$ cat config.mk
export PLATFORM = sky130hd
export DESIGN_NAME = uart_tx_arbiter
export DESIGN_NICKNAME = d
export VERILOG_FILES = /design/src/rtl/uart_pkg.sv /design/src/rtl/uart_tx_arbiter_rr_select.sv /design/src/rtl/uart_tx_arbiter.sv
export SDC_FILE = /design/constraint.sdc
export NUM_CORES = 1
export LEC_CHECK = 0
export ABC_CLOCK_PERIOD_IN_PS = 2000
export CORE_AREA = 2 2 64 66
export DETAILED_ROUTE_END_ITERATION = 12
export DIE_AREA = 0 0 66 68
export PLACE_DENSITY = 0.72
export SLEW_MARGIN = 40
export SYNTH_ARGS = -nofsm -noshare
export SYNTH_HDL_FRONTEND = slang
export SYNTH_SLANG_ARGS = --single-unit
$ cat constraint.sdc
create_clock -name clk -period 2 [get_ports clk]
set_input_delay 0.4 -clock clk [delete_from_list [all_inputs] [get_ports clk]]
set_output_delay 0.4 -clock clk [all_outputs]
set_load 0.02 [all_outputs]
$ cat src/rtl/uart_pkg.sv
// Shared UART constants so uart_tx, uart_rx and the TX arbiter agree on defaults.
package uart_pkg;

    localparam int DATA_BITS_DEFAULT = 8;

endpackage

$ cat src/rtl/uart_tx_arbiter_rr_select.sv
// Rotating-priority encoder: picks the first asserted request after i_base (with wrap),
// or only i_lockedId while a lock is held. Purely combinational, reusable for any shared resource.
module rr_select #(
    parameter int NUM_REQ = 4,
    parameter int IDW     = $clog2(NUM_REQ)
) (
    input  logic [NUM_REQ-1:0] i_req,
    input  logic [IDW-1:0]     i_base,
    input  logic               i_lock,
    input  logic [IDW-1:0]     i_lockedId,
    output logic [IDW-1:0]     o_sel,
    output logic               o_selValid
);

    int w_idx;

    // Scan from the farthest candidate back to the nearest so the nearest valid one wins.
    always_comb begin
        o_sel      = '0;
        o_selValid = 1'b0;
        w_idx      = 0;
        if (i_lock) begin
            o_sel      = i_lockedId;
            o_selValid = i_req[i_lockedId];
        end else begin
            for (int k = NUM_REQ; k >= 1; k--) begin
                w_idx = int'(i_base) + k;
                if (w_idx >= NUM_REQ) begin
                    w_idx = w_idx - NUM_REQ;
                end
                if (i_req[IDW'(w_idx)]) begin
                    o_sel      = IDW'(w_idx);
                    o_selValid = 1'b1;
                end
            end
        end
    end

endmodule

$ cat src/rtl/uart_tx_arbiter.sv
// Shares one uart_tx between NUM_REQ byte sources with round-robin arbitration
// and an optional packet lock so multi-byte messages are never interleaved.
module uart_tx_arbiter
    import uart_pkg::*;
#(
    parameter  int NUM_REQ   = 4,
    parameter  int DATA_BITS = DATA_BITS_DEFAULT,
    parameter  int LOCK_EN   = 1,
    localparam int IDW       = $clog2(NUM_REQ)
) (
    input  logic                         clk,
    input  logic                         rst,
    input  logic [NUM_REQ-1:0]           req_valid,
    input  logic [NUM_REQ-1:0]           req_last,
    input  logic [NUM_REQ*DATA_BITS-1:0] req_data,
    output logic [NUM_REQ-1:0]           req_ready,
    output logic                         tx_start,
    output logic [DATA_BITS-1:0]         tx_data,
    input  logic                         tx_ready,
    output logic                         busy,
    output logic [IDW-1:0]               grant_id,
    output logic                         locked
);

    typedef enum logic [1:0] {
        IDLE,
        START,
        HOLD,
        WAIT
    } arb_state_t;

    arb_state_t           r_state;
    arb_state_t           w_nextState;
    logic                 r_txStart;
    logic [DATA_BITS-1:0] r_txData;
    logic [IDW-1:0]       r_grantId;
    logic                 r_locked;
    logic [IDW-1:0]       w_sel;
    logic                 w_selValid;
    logic                 w_lock;
    logic                 w_transfer;

    assign w_lock = (LOCK_EN != 0) && r_locked;

    rr_select #(
        .NUM_REQ (NUM_REQ),
        .IDW     (IDW)
    ) u_rrSelect (
        .i_req      (req_valid),
        .i_base     (r_grantId),
        .i_lock     (w_lock),
        .i_lockedId (r_grantId),
        .o_sel      (w_sel),
        .o_selValid (w_selValid)
    );

    assign w_transfer = (r_state == IDLE) && tx_ready && w_selValid;

    always_comb begin
        req_ready        = '0;
        req_ready[w_sel] = w_transfer;
    end

    always_ff @(posedge clk or posedge rst) begin
        if (rst) begin
            r_state <= IDLE;
        end else begin
            r_state <= w_nextState;
        end
    end

    // HOLD exists because uart_tx only drops ready the cycle after it sees start.
    always_comb begin
        w_nextState = r_state;
        case (r_state)
            IDLE:    if (w_transfer) w_nextState = START;
            START:   w_nextState = HOLD;
            HOLD:    w_nextState = WAIT;
            WAIT:    if (tx_ready) w_nextState = IDLE;
            default: w_nextState = IDLE;
        endcase
    end

    always_ff @(posedge clk or posedge rst) begin
        if (rst) begin
            r_txStart <= 1'b0;
            r_txData  <= '0;
            r_grantId <= IDW'(NUM_REQ - 1);
            r_locked  <= 1'b0;
        end else begin
            r_txStart <= w_transfer;
            if (w_transfer) begin
                r_txData  <= req_data[w_sel*DATA_BITS +: DATA_BITS];
                r_grantId <= w_sel;
                r_locked  <= (LOCK_EN != 0) && !req_last[w_sel];
            end
        end
    end

    assign tx_start = r_txStart;
    assign tx_data  = r_txData;
    assign grant_id = r_grantId;
    assign locked   = r_locked;
    assign busy     = (r_state != IDLE);

endmodule

==> run_1/met1.png <==
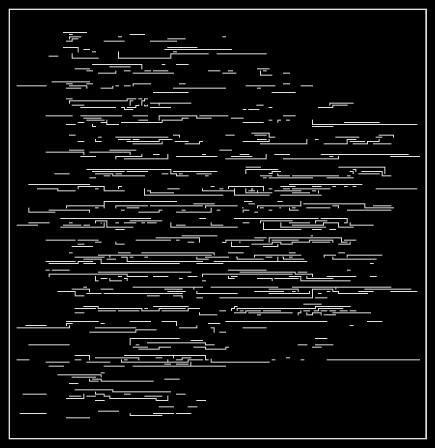
The wires run mostly horizontal. 240 nets have wire on it. The longest straight run is 17.9 µm. The layer carries 1830 µm of wire.

==> run_1/met2.png <==
Bar = 20 µm.
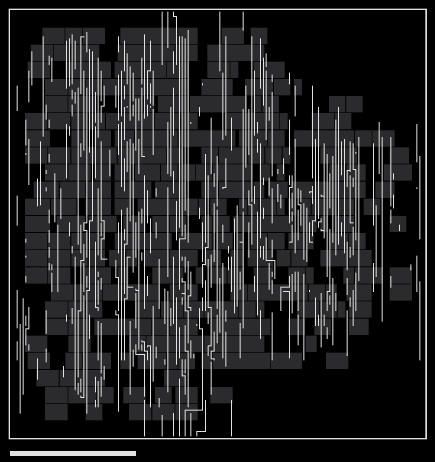
254 nets have wire on it. The layer holds 52% of the routed length. The layer carries 2410 µm of wire. The wires run mostly vertical. The longest straight run is 33.7 µm.

==> flow_metrics.py, run 1 <==
# Metrics from the implementation run
metrics = {
    "die": {
        "core_mm2": 0.00386,
        "num_io_pins": 60,
        "core.rowCount": 23,
        "die_area_mm2": 0.00449,
        "nWellTaps": 50,
        "initial_utilization": 0.369,
        "dieHeight_um": 68,
        "floorplan.die.width_um": 66,
    },
    "cells_and_area": {
        "final_cell_count_no_fill": 293,
        "sequential_cell_total": 14,
        "area.sequential_um2": 354,
        "clockNetworkAreaShare": 0.0217,
        "layout.comb_gates.multi_input": 107,
        "design.final.nets": 291,
        "sh_seq_area": 0.140,
        "sh_comb_area": 0.412,
        "layout.nonclk_buf_frac": 0.387,
        "n_fill_cell": 307,
        "layout.cell_area.non_filler_mm2": 0.00253,
        "area.growth.synth_to_final_pct": 78.3,
        "clockBufferCount": 4,
        "largest_cell_class": "multi-input combinational cells",
        "layout.cells.most_common_list": "sky130_fd_sc_hd__clkdlybuf4s50_1 (48), sky130_fd_sc_hd__buf_4 (44), sky130_fd_sc_hd__a21boi_0 (17)",
        "lay_top_count": "sky130_fd_sc_hd__clkdlybuf4s50_1",
        "inverters": 10,
        "drive_above_1_share": 0.420,
        "insertedDiodeCount": 0,
        "multiInputGateArea_mm2": 0.00104,
        "nonClockBufferCount": 108,
    },
    "yosys": {
        "synth-edff-count": 0,
        "syn_avg_cell_area_um2": 9.74,
        "postSynth.topFlopCell": "sky130_fd_sc_hd__dfrtp_1",
        "ys_warn_count": 0,
        "common_cells": "sky130_fd_sc_hd__a21boi_0 (17), sky130_fd_sc_hd__dfrtp_1 (12), sky130_fd_sc_hd__nand3_1 (12)",
        "post_synth_instance_area_mm2": 0.00142,
        "synth-cells-yosys": 146,
        "synth_top_area_share": 0.211,
        "ys_seq_elements": 14,
        "yosysUniqueCellTypes": 44,
        "synth_async_sr_flop_share": 1.00,
        "seq_area_frac_synth": 0.248,
        "ys_top_cells_by_area": "sky130_fd_sc_hd__dfrtp_1 (21%), sky130_fd_sc_hd__a21boi_0 (9.0%), sky130_fd_sc_hd__a211oi_2 (7.9%)",
        "synthesis.instances": 146,
        "yosys.area.top_type": "sky130_fd_sc_hd__dfrtp_1",
        "post-synth-top-count-cell": "sky130_fd_sc_hd__a21boi_0",
        "synth_nets": 193,
        "ys_chip_area_mm2": 0.00142,
    },
    "worst_setup_path": {
        "worstPathBufferInverterCount": 1,
        "path_depth": 6,
        "worstSetupEndpoint": "req_ready[2]",
        "cpMaxStageDelayCell": "sky130_fd_sc_hd__dfstp_2",
        "arrival_time_of_the_worst_setup_path_ns": 1.91,
        "critical_path_required_ns": 1.60,
        "cp-end-kind": "output pin",
        "ff2ff_path_depth": 7,
        "cp-start-kind": "flop",
        "critical_path.cell_chain": "mux2i_1 -> a32oi_1 -> o2111ai_2 -> a21bo_4 -> nor2_4 -> buf_6",
        "r2r_slack_ns": -0.21,
        "regToRegStartpoint": "grant_id[1]$_DFFE_PP1P_",
        "cp-startpoint": "grant_id[0]$_DFFE_PP1P_",
        "peak_per_stage_delay_on_the_critical_path_ns": 0.61,
        "critPathMaxFanout": 6,
        "critPathKind": "reg -> out",
        "critical-path-top-delay-family": "AND-OR/OR-AND gates",
        "capture_instance_of_the_worst_register_to_register_path": "locked$_DFFE_PP0P_",
    },
    "place": {
        "hpwl_after_detailed_placement_mm": 3.56,
        "placed_cells": 281,
        "place_ws_ns": -0.990,
        "place.gp.congestion": 0.787,
        "port_buffers": 59,
        "postPlaceCellArea_mm2": 0.00231,
    },
    "final_timing": {
        "min_period_over_period": 1.15,
        "timing_max_transition_violations_final": 0,
        "final_setup_skew_ns": 0.00370,
        "final_hold_viol_count": 0,
        "setup_viol_count_final": 13,
        "highest_attainable_clock_frequency_ghz": 0.433,
        "grt_setup_unrepaired": "true",
        "timing.max_slew.rel_slack": 0.636,
        "finalSetupTns_ns": -1.88,
        "period_minus_slack_ns": 2.31,
        "transition_time_at_the_pin_with_the_least_slew_margin_ns": 0.546,
        "timing.final.ws_setup_ns": -0.308,
    },
    "pwr": {
        "pwr.group.combinational_mw": 2.92,
        "power_per_cell_area_mw_per_mm2": 1480,
        "power.static_leakage_nw": 1.07,
        "power_top_consumer": "combinational logic",
        "comb_power_share": 0.779,
        "power.sequential.fraction": 0.147,
        "power_of_the_sequential_group_uw": 550,
        "p_sw_mw": 1.66,
        "ir_drop_v": 0.000872,
        "pg_clk_uw": 277,
        "p_int_mw": 2.08,
        "swShare": 0.445,
        "p_clk_frac": 0.074,
    },
    "global_route": {
        "grt_antenna_before_repair": 0,
        "grt_overflow_total": 0,
        "first_global_vias": 1522,
        "maximum_number_of_pins_on_one_net_before_global_route_repair": 17,
        "global_route_wire_length_before_repair_mm": 7.19,
        "grtUsageTotal": 0.210,
    },
    "routing": {
        "viasPerCell": 5.28,
        "wl_per_cell_um": 15.7,
        "via_count": 1546,
        "drt_iter0_drc": 52,
        "drc_errors": 0,
        "drt-total-wl_mm": 4.60,
        "final_antenna_net_count": 0,
        "iteration_count_of_the_initial_detailed_routing_pass": 4,
    },
    "run_status": {
        "outcome": "finished, violations left",
        "violations": "setup timing",
    },
    "clock_network": {
        "post_cts_setup_repair_bufs": 5,
        "cts_resized": 39,
        "cts-root-to-sink-buffers": 2,
        "tritoncts_clock_tree": "done",
        "cts_hold_repair.buffers": 0,
        "clk_pin_slew_ns": 0.06,
        "cts-htree-levels": 1,
        "tritoncts_num_sinks": 14,
        "clk_latency_ns": 0.25,
        "clockRootBuffer": "sky130_fd_sc_hd__clkbuf_8",
        "cts_made_buffers": 3,
    },
    "run": {
        "maxCapViolCount": 0,
        "warnings": 32,
    },
    "min_path": {
        "hold_path_class": "in -> async",
    },
}
==> run_1/met3.png <==
Bar = 20 µm.
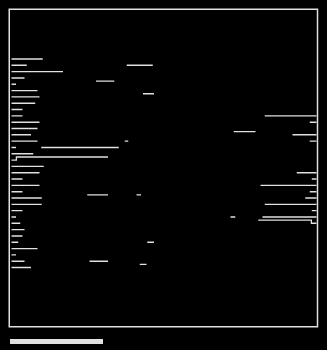
The wires run mostly horizontal. The layer carries 264 µm of wire.

[run 1: how the worst min path moves through the flow]
| stage | end | slack (ns) | cells past startpoint |
|---|---|---|---|
| 2_1_floorplan | r_state[0]$_DFFE_PP0P_ | 0.29 | 1 |
| 3_3_place_gp | tx_data[1]$_DFFE_PP0P_ | 0.50 | 2 |
| 3_5_place_dp | tx_data[5]$_DFFE_PP0P_ | 0.50 | 2 |
| 4_1_cts | tx_data[7]$_DFFE_PP0P_ | 0.50 | 2 |
| 5_1_grt | tx_data[7]$_DFFE_PP0P_ | 0.54 | 2 |
| 6_report | tx_data[7]$_DFFE_PP0P_ | 0.49 | 2 |
[run 1: per-stage QoR]
| stage | power, mW | hold slack (ns) |
|---|---|---|
| detailed placement | 3.12 | 0.505 |
| finish | 3.74 | 0.495 |
| global placement | 3.02 | 0.499 |
| floorplan | 2.18 | 0.288 |
| CTS | 3.55 | 0.497 |
| global route | 3.99 | 0.537 |
[run 1: layer usage]
layer,wire (µm),track usage,vias up
li1,-,-,745
met1,1830,0.236,729
met2,2410,0.390,62
met3,263,0.0411,10
met4,100,0.0867,0
met5,0,0,-
[run 1: cells by family after synthesis]
| kind of cell | count (synthesis) | share of synthesized area |
|---|---|---|
| AND/OR/NAND/NOR | 37 | 0.136 |
| AND-OR/OR-AND | 61 | 0.415 |
| multiplexers | 5 | 0.0458 |
| adder cells (fa/ha/maj) | 4 | 0.0352 |
| buffers and inverters | 25 | 0.120 |
| flip-flops | 14 | 0.248 |
[run 1: registers in the layout (all words and copies together), names as in the netlist]
name / flops
tx_data: 8
grant_id: 2
locked: 1
r_state: 2
tx_start: 1
## Run 2: what changed since run 1
--- a/config.mk
+++ b/config.mk
@@ -6,10 +6,11 @@
 export NUM_CORES = 1
 export LEC_CHECK = 0
 export ABC_CLOCK_PERIOD_IN_PS = 2000
-export CORE_AREA = 2 2 64 66
+export CORE_AREA = 2 2 57 59
 export DETAILED_ROUTE_END_ITERATION = 12
-export DIE_AREA = 0 0 66 68
-export PLACE_DENSITY = 0.72
+export DIE_AREA = 0 0 59 61
+export DONT_BUFFER_PORTS = 1
+export PLACE_DENSITY = 0.65
 export SLEW_MARGIN = 40
 export SYNTH_ARGS = -nofsm -noshare
 export SYNTH_HDL_FRONTEND = slang
==> run_2/final_congestion.png <==
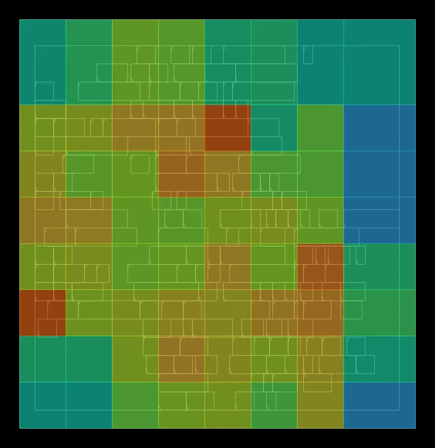
final core area utilization: 0.539
global router's overall resource usage: 0.197
grt met1 use: 0.254

==> run_2/met1.png <==
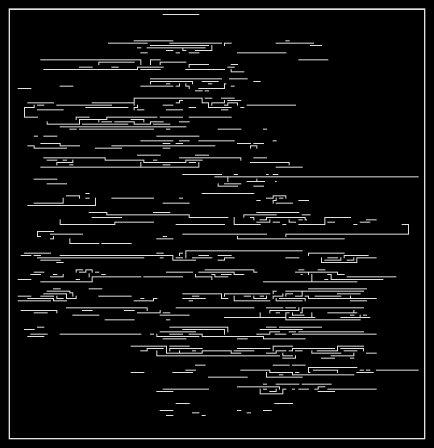
The layer carries 1470 µm of wire. The layer holds 43% of the routed length. The longest straight run is 29.0 µm.

==> run_2/met2.png <==
Bar = 20 µm.
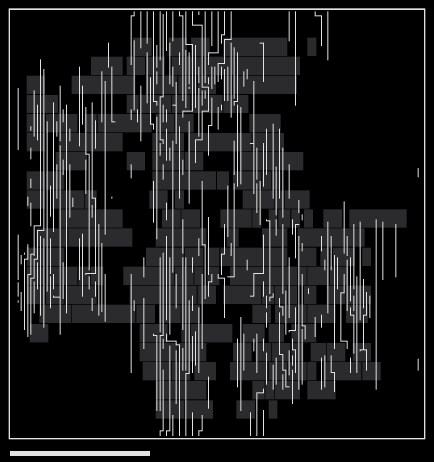
The longest straight run is 29.6 µm. 172 nets have wire on it. The layer holds 51% of the routed length.

==> run 2 against run 1 <==
Hold slack worse by 0.45 ns; critical path type unchanged; final area down 37%; the run still ends with setup timing left; critical path depth down 1; sequential cell count unchanged; largest cell class unchanged; die area down 20%; routed wire length down 25%.
==> flow_metrics.py, run 2 <==
# Metrics from the implementation run
metrics = {
    "run_status": {
        "outcome": "finished, violations left",
        "violations": "setup timing",
    },
    "final_timing": {
        "min_period_over_period": 1.12,
        "final_hold_viol_count": 0,
        "grt_setup_unrepaired": "true",
        "timing_max_transition_violations_final": 0,
        "timing.final.ws_setup_ns": -0.246,
        "final_setup_skew_ns": 0.00768,
        "timing.max_slew.rel_slack": 0.638,
        "highest_attainable_clock_frequency_ghz": 0.445,
        "period_minus_slack_ns": 2.25,
        "fin_hold_ws_ns": 0.0418,
        "setup_viol_count_final": 4,
        "transition_time_at_the_pin_with_the_least_slew_margin_ns": 0.542,
    },
    "cells_and_area": {
        "layout.cells.most_common_list": "sky130_fd_sc_hd__a21boi_0 (17), sky130_fd_sc_hd__buf_4 (13), sky130_fd_sc_hd__nand3_1 (11), sky130_fd_sc_hd__dfrtp_1 (11), sky130_fd_sc_hd__inv_1 (10)",
        "largest_register_ff_count": 8,
        "lay_top_count": "sky130_fd_sc_hd__a21boi_0",
        "insertedDiodeCount": 0,
        "drive_above_1_share": 0.382,
        "layout.cell_area.non_filler_mm2": 0.00159,
        "n_fill_cell": 250,
        "design.final.nets": 200,
        "area.growth.synth_to_final_pct": 12.1,
    },
    "die": {
        "die_area_mm2": 0.00360,
        "dieHeight_um": 61,
        "num_io_pins": 60,
        "core.rowCount": 20,
        "core_mm2": 0.00295,
        "floorplan.die.width_um": 59,
        "initial_utilization": 0.481,
    },
    "yosys": {
        "postSynth.topFlopCell": "sky130_fd_sc_hd__dfrtp_1",
        "synth_nets": 193,
        "ys_top_cells_by_area": "sky130_fd_sc_hd__dfrtp_1 (21%), sky130_fd_sc_hd__a21boi_0 (9.0%), sky130_fd_sc_hd__a211oi_2 (7.9%)",
        "synth.mux.area_fraction": 0.0458,
        "synth_top_area_share": 0.211,
        "logic_family_by_area": "AND-OR/OR-AND gates",
        "synth_async_sr_flop_share": 1.00,
        "post_synth_instance_area_mm2": 0.00142,
        "xor_share": 0,
        "ys_seq_elements": 14,
        "seq_area_frac_synth": 0.248,
        "ys_chip_area_mm2": 0.00142,
        "yosys.area.top_type": "sky130_fd_sc_hd__dfrtp_1",
        "synth-cells-yosys": 146,
        "synthesis.instances": 146,
        "synthAoiAreaFrac": 0.415,
        "post_synth_and_or_nand_nor_area_fraction": 0.136,
        "common_cells": "sky130_fd_sc_hd__a21boi_0 (17), sky130_fd_sc_hd__dfrtp_1 (12), sky130_fd_sc_hd__nand3_1 (12)",
        "yosysUniqueCellTypes": 44,
        "synth-adder-area-share": 0.0352,
        "post-synth-top-count-cell": "sky130_fd_sc_hd__a21boi_0",
        "syn_avg_cell_area_um2": 9.74,
        "ys_warn_count": 0,
        "synth-edff-count": 0,
    },
    "clock_network": {
        "tritoncts_num_sinks": 14,
        "clk_pin_slew_ns": 0.09,
        "cts_made_buffers": 3,
        "cts_hold_repair.buffers": 0,
        "tritoncts_clock_tree": "done",
        "cts-root-to-sink-buffers": 2,
        "clockRootBuffer": "sky130_fd_sc_hd__clkbuf_4",
        "cts-htree-levels": 1,
        "clk_latency_ns": 0.28,
    },
    "worst_setup_path": {
        "critical_path.cell_chain": "buf_4 -> mux4_2 -> nand3_2 -> a21o_4 -> nor2_4",
        "critPathKind": "reg -> out",
        "cpMaxStageDelayCell": "sky130_fd_sc_hd__dfstp_2",
        "r2r_slack_ns": 0.08,
        "cp-start-kind": "flop",
        "capture_instance_of_the_worst_register_to_register_path": "tx_data[3]$_DFFE_PP0P_",
        "peak_per_stage_delay_on_the_critical_path_ns": 0.61,
        "regToRegStartpoint": "grant_id[0]$_DFFE_PP1P_",
        "critical_path_required_ns": 1.60,
        "ff2ff_path_depth": 7,
        "critPathMaxFanout": 9,
        "cp-end-kind": "output pin",
        "arrival_time_of_the_worst_setup_path_ns": 1.85,
    },
    "global_route": {
        "global_route_wire_length_before_repair_mm": 5.42,
        "grt_overflow_total": 0,
        "first_global_vias": 1119,
        "maximum_number_of_pins_on_one_net_before_global_route_repair": 17,
        "grt_antenna_before_repair": 0,
        "met3_usage": 0.0320,
        "use_met2": 0.344,
        "globalRoute.busiestLayer": "met2",
    },
    "routing": {
        "viasPerCell": 6.35,
        "top_layer_used": "met4",
        "via_count": 1174,
        "drt_iter0_drc": 76,
        "wl_met3_um": 206,
        "iteration_count_of_the_initial_detailed_routing_pass": 4,
        "drt-total-wl_mm": 3.44,
        "drc_errors": 0,
        "final_antenna_net_count": 0,
        "met2_wirelength_mm": 1.75,
        "route.layer.met1.wl_mm": 1.47,
        "wl_per_cell_um": 18.6,
    },
    "run": {
        "warnings": 32,
        "maxCapViolCount": 0,
    },
    "place": {
        "postPlaceCellArea_mm2": 0.00154,
        "place_ws_ns": -0.0201,
        "hpwl_after_detailed_placement_mm": 2.60,
        "port_buffers": 0,
        "place.gp.congestion": 0.759,
    },
    "min_path": {
        "hold_path_class": "in -> async",
    },
    "pwr": {
        "ir_drop_v": 0.000912,
        "power.static_leakage_nw": 0.631,
        "power_per_cell_area_mw_per_mm2": 1750,
    },
}
## run 2: metrics by stage
| step | std cells | TNS, ns | total power [mW] |
|---|---|---|---|
| after floorplan | 146 | -0.283 | 2.18 |
| after global placement | 179 | 0 | 2.50 |
| after detailed placement | 179 | -0.0370 | 2.56 |
| after CTS | 184 | -1.12 | 2.75 |
| after global routing | 185 | -1.28 | 2.98 |
| final | 185 | -0.977 | 2.78 |
## run 2: how the worst max path moves through the flow
stage / start / slack, ns / depth (start not counted) / endpoint
finish: grant_id[1]$_DFFE_PP1P_ / -0.25 / 5 / req_ready[1]
global route: grant_id[0]$_DFFE_PP1P_ / -0.32 / 5 / req_ready[1]
CTS: grant_id[0]$_DFFE_PP1P_ / -0.29 / 5 / req_ready[2]
detailed placement: grant_id[0]$_DFFE_PP1P_ / -0.02 / 5 / req_ready[2]
global placement: grant_id[0]$_DFFE_PP1P_ / 0.03 / 5 / req_ready[0]
floorplan: grant_id[0]$_DFFE_PP1P_ / -0.09 / 7 / req_ready[2]
## run 2: critical path: cells and delay by family, from the launching register on
kind | cells | cell delay [ns]
compound gates | 1 | 0.29
buf+inv | 1 | 0.17
flops | 1 | 0.61
mux | 1 | 0.21
simple gates | 2 | 0.30
## run 2: final cells by class
cell class                      instances  area, µm²  area share
Sequential cell                        14        354       0.222
Clock buffer                            4       26.3      0.0165
Inverter                               10       37.5      0.0236
Multi-Input combinational cell        107        965       0.606
Tap cell                               33       41.3      0.0259
Timing Repair Buffer                   17        169       0.106
## run 2: what timing repair did
item	CTS	global route
cloned	0	0
pin swaps	6	3
endpoints found under the setup margin	4	4
setup buffers	1	1
gates resized	0	3
## run 2: power by group
group | internal (mW) | switching, mW | total, mW
clock | 0.0772 | 0.0927 | 0.170
combinational | 0.867 | 1.04 | 1.91
sequential | 0.444 | 0.262 | 0.706
Power figures rest on the tool's default switching activity, not on a simulated workload.
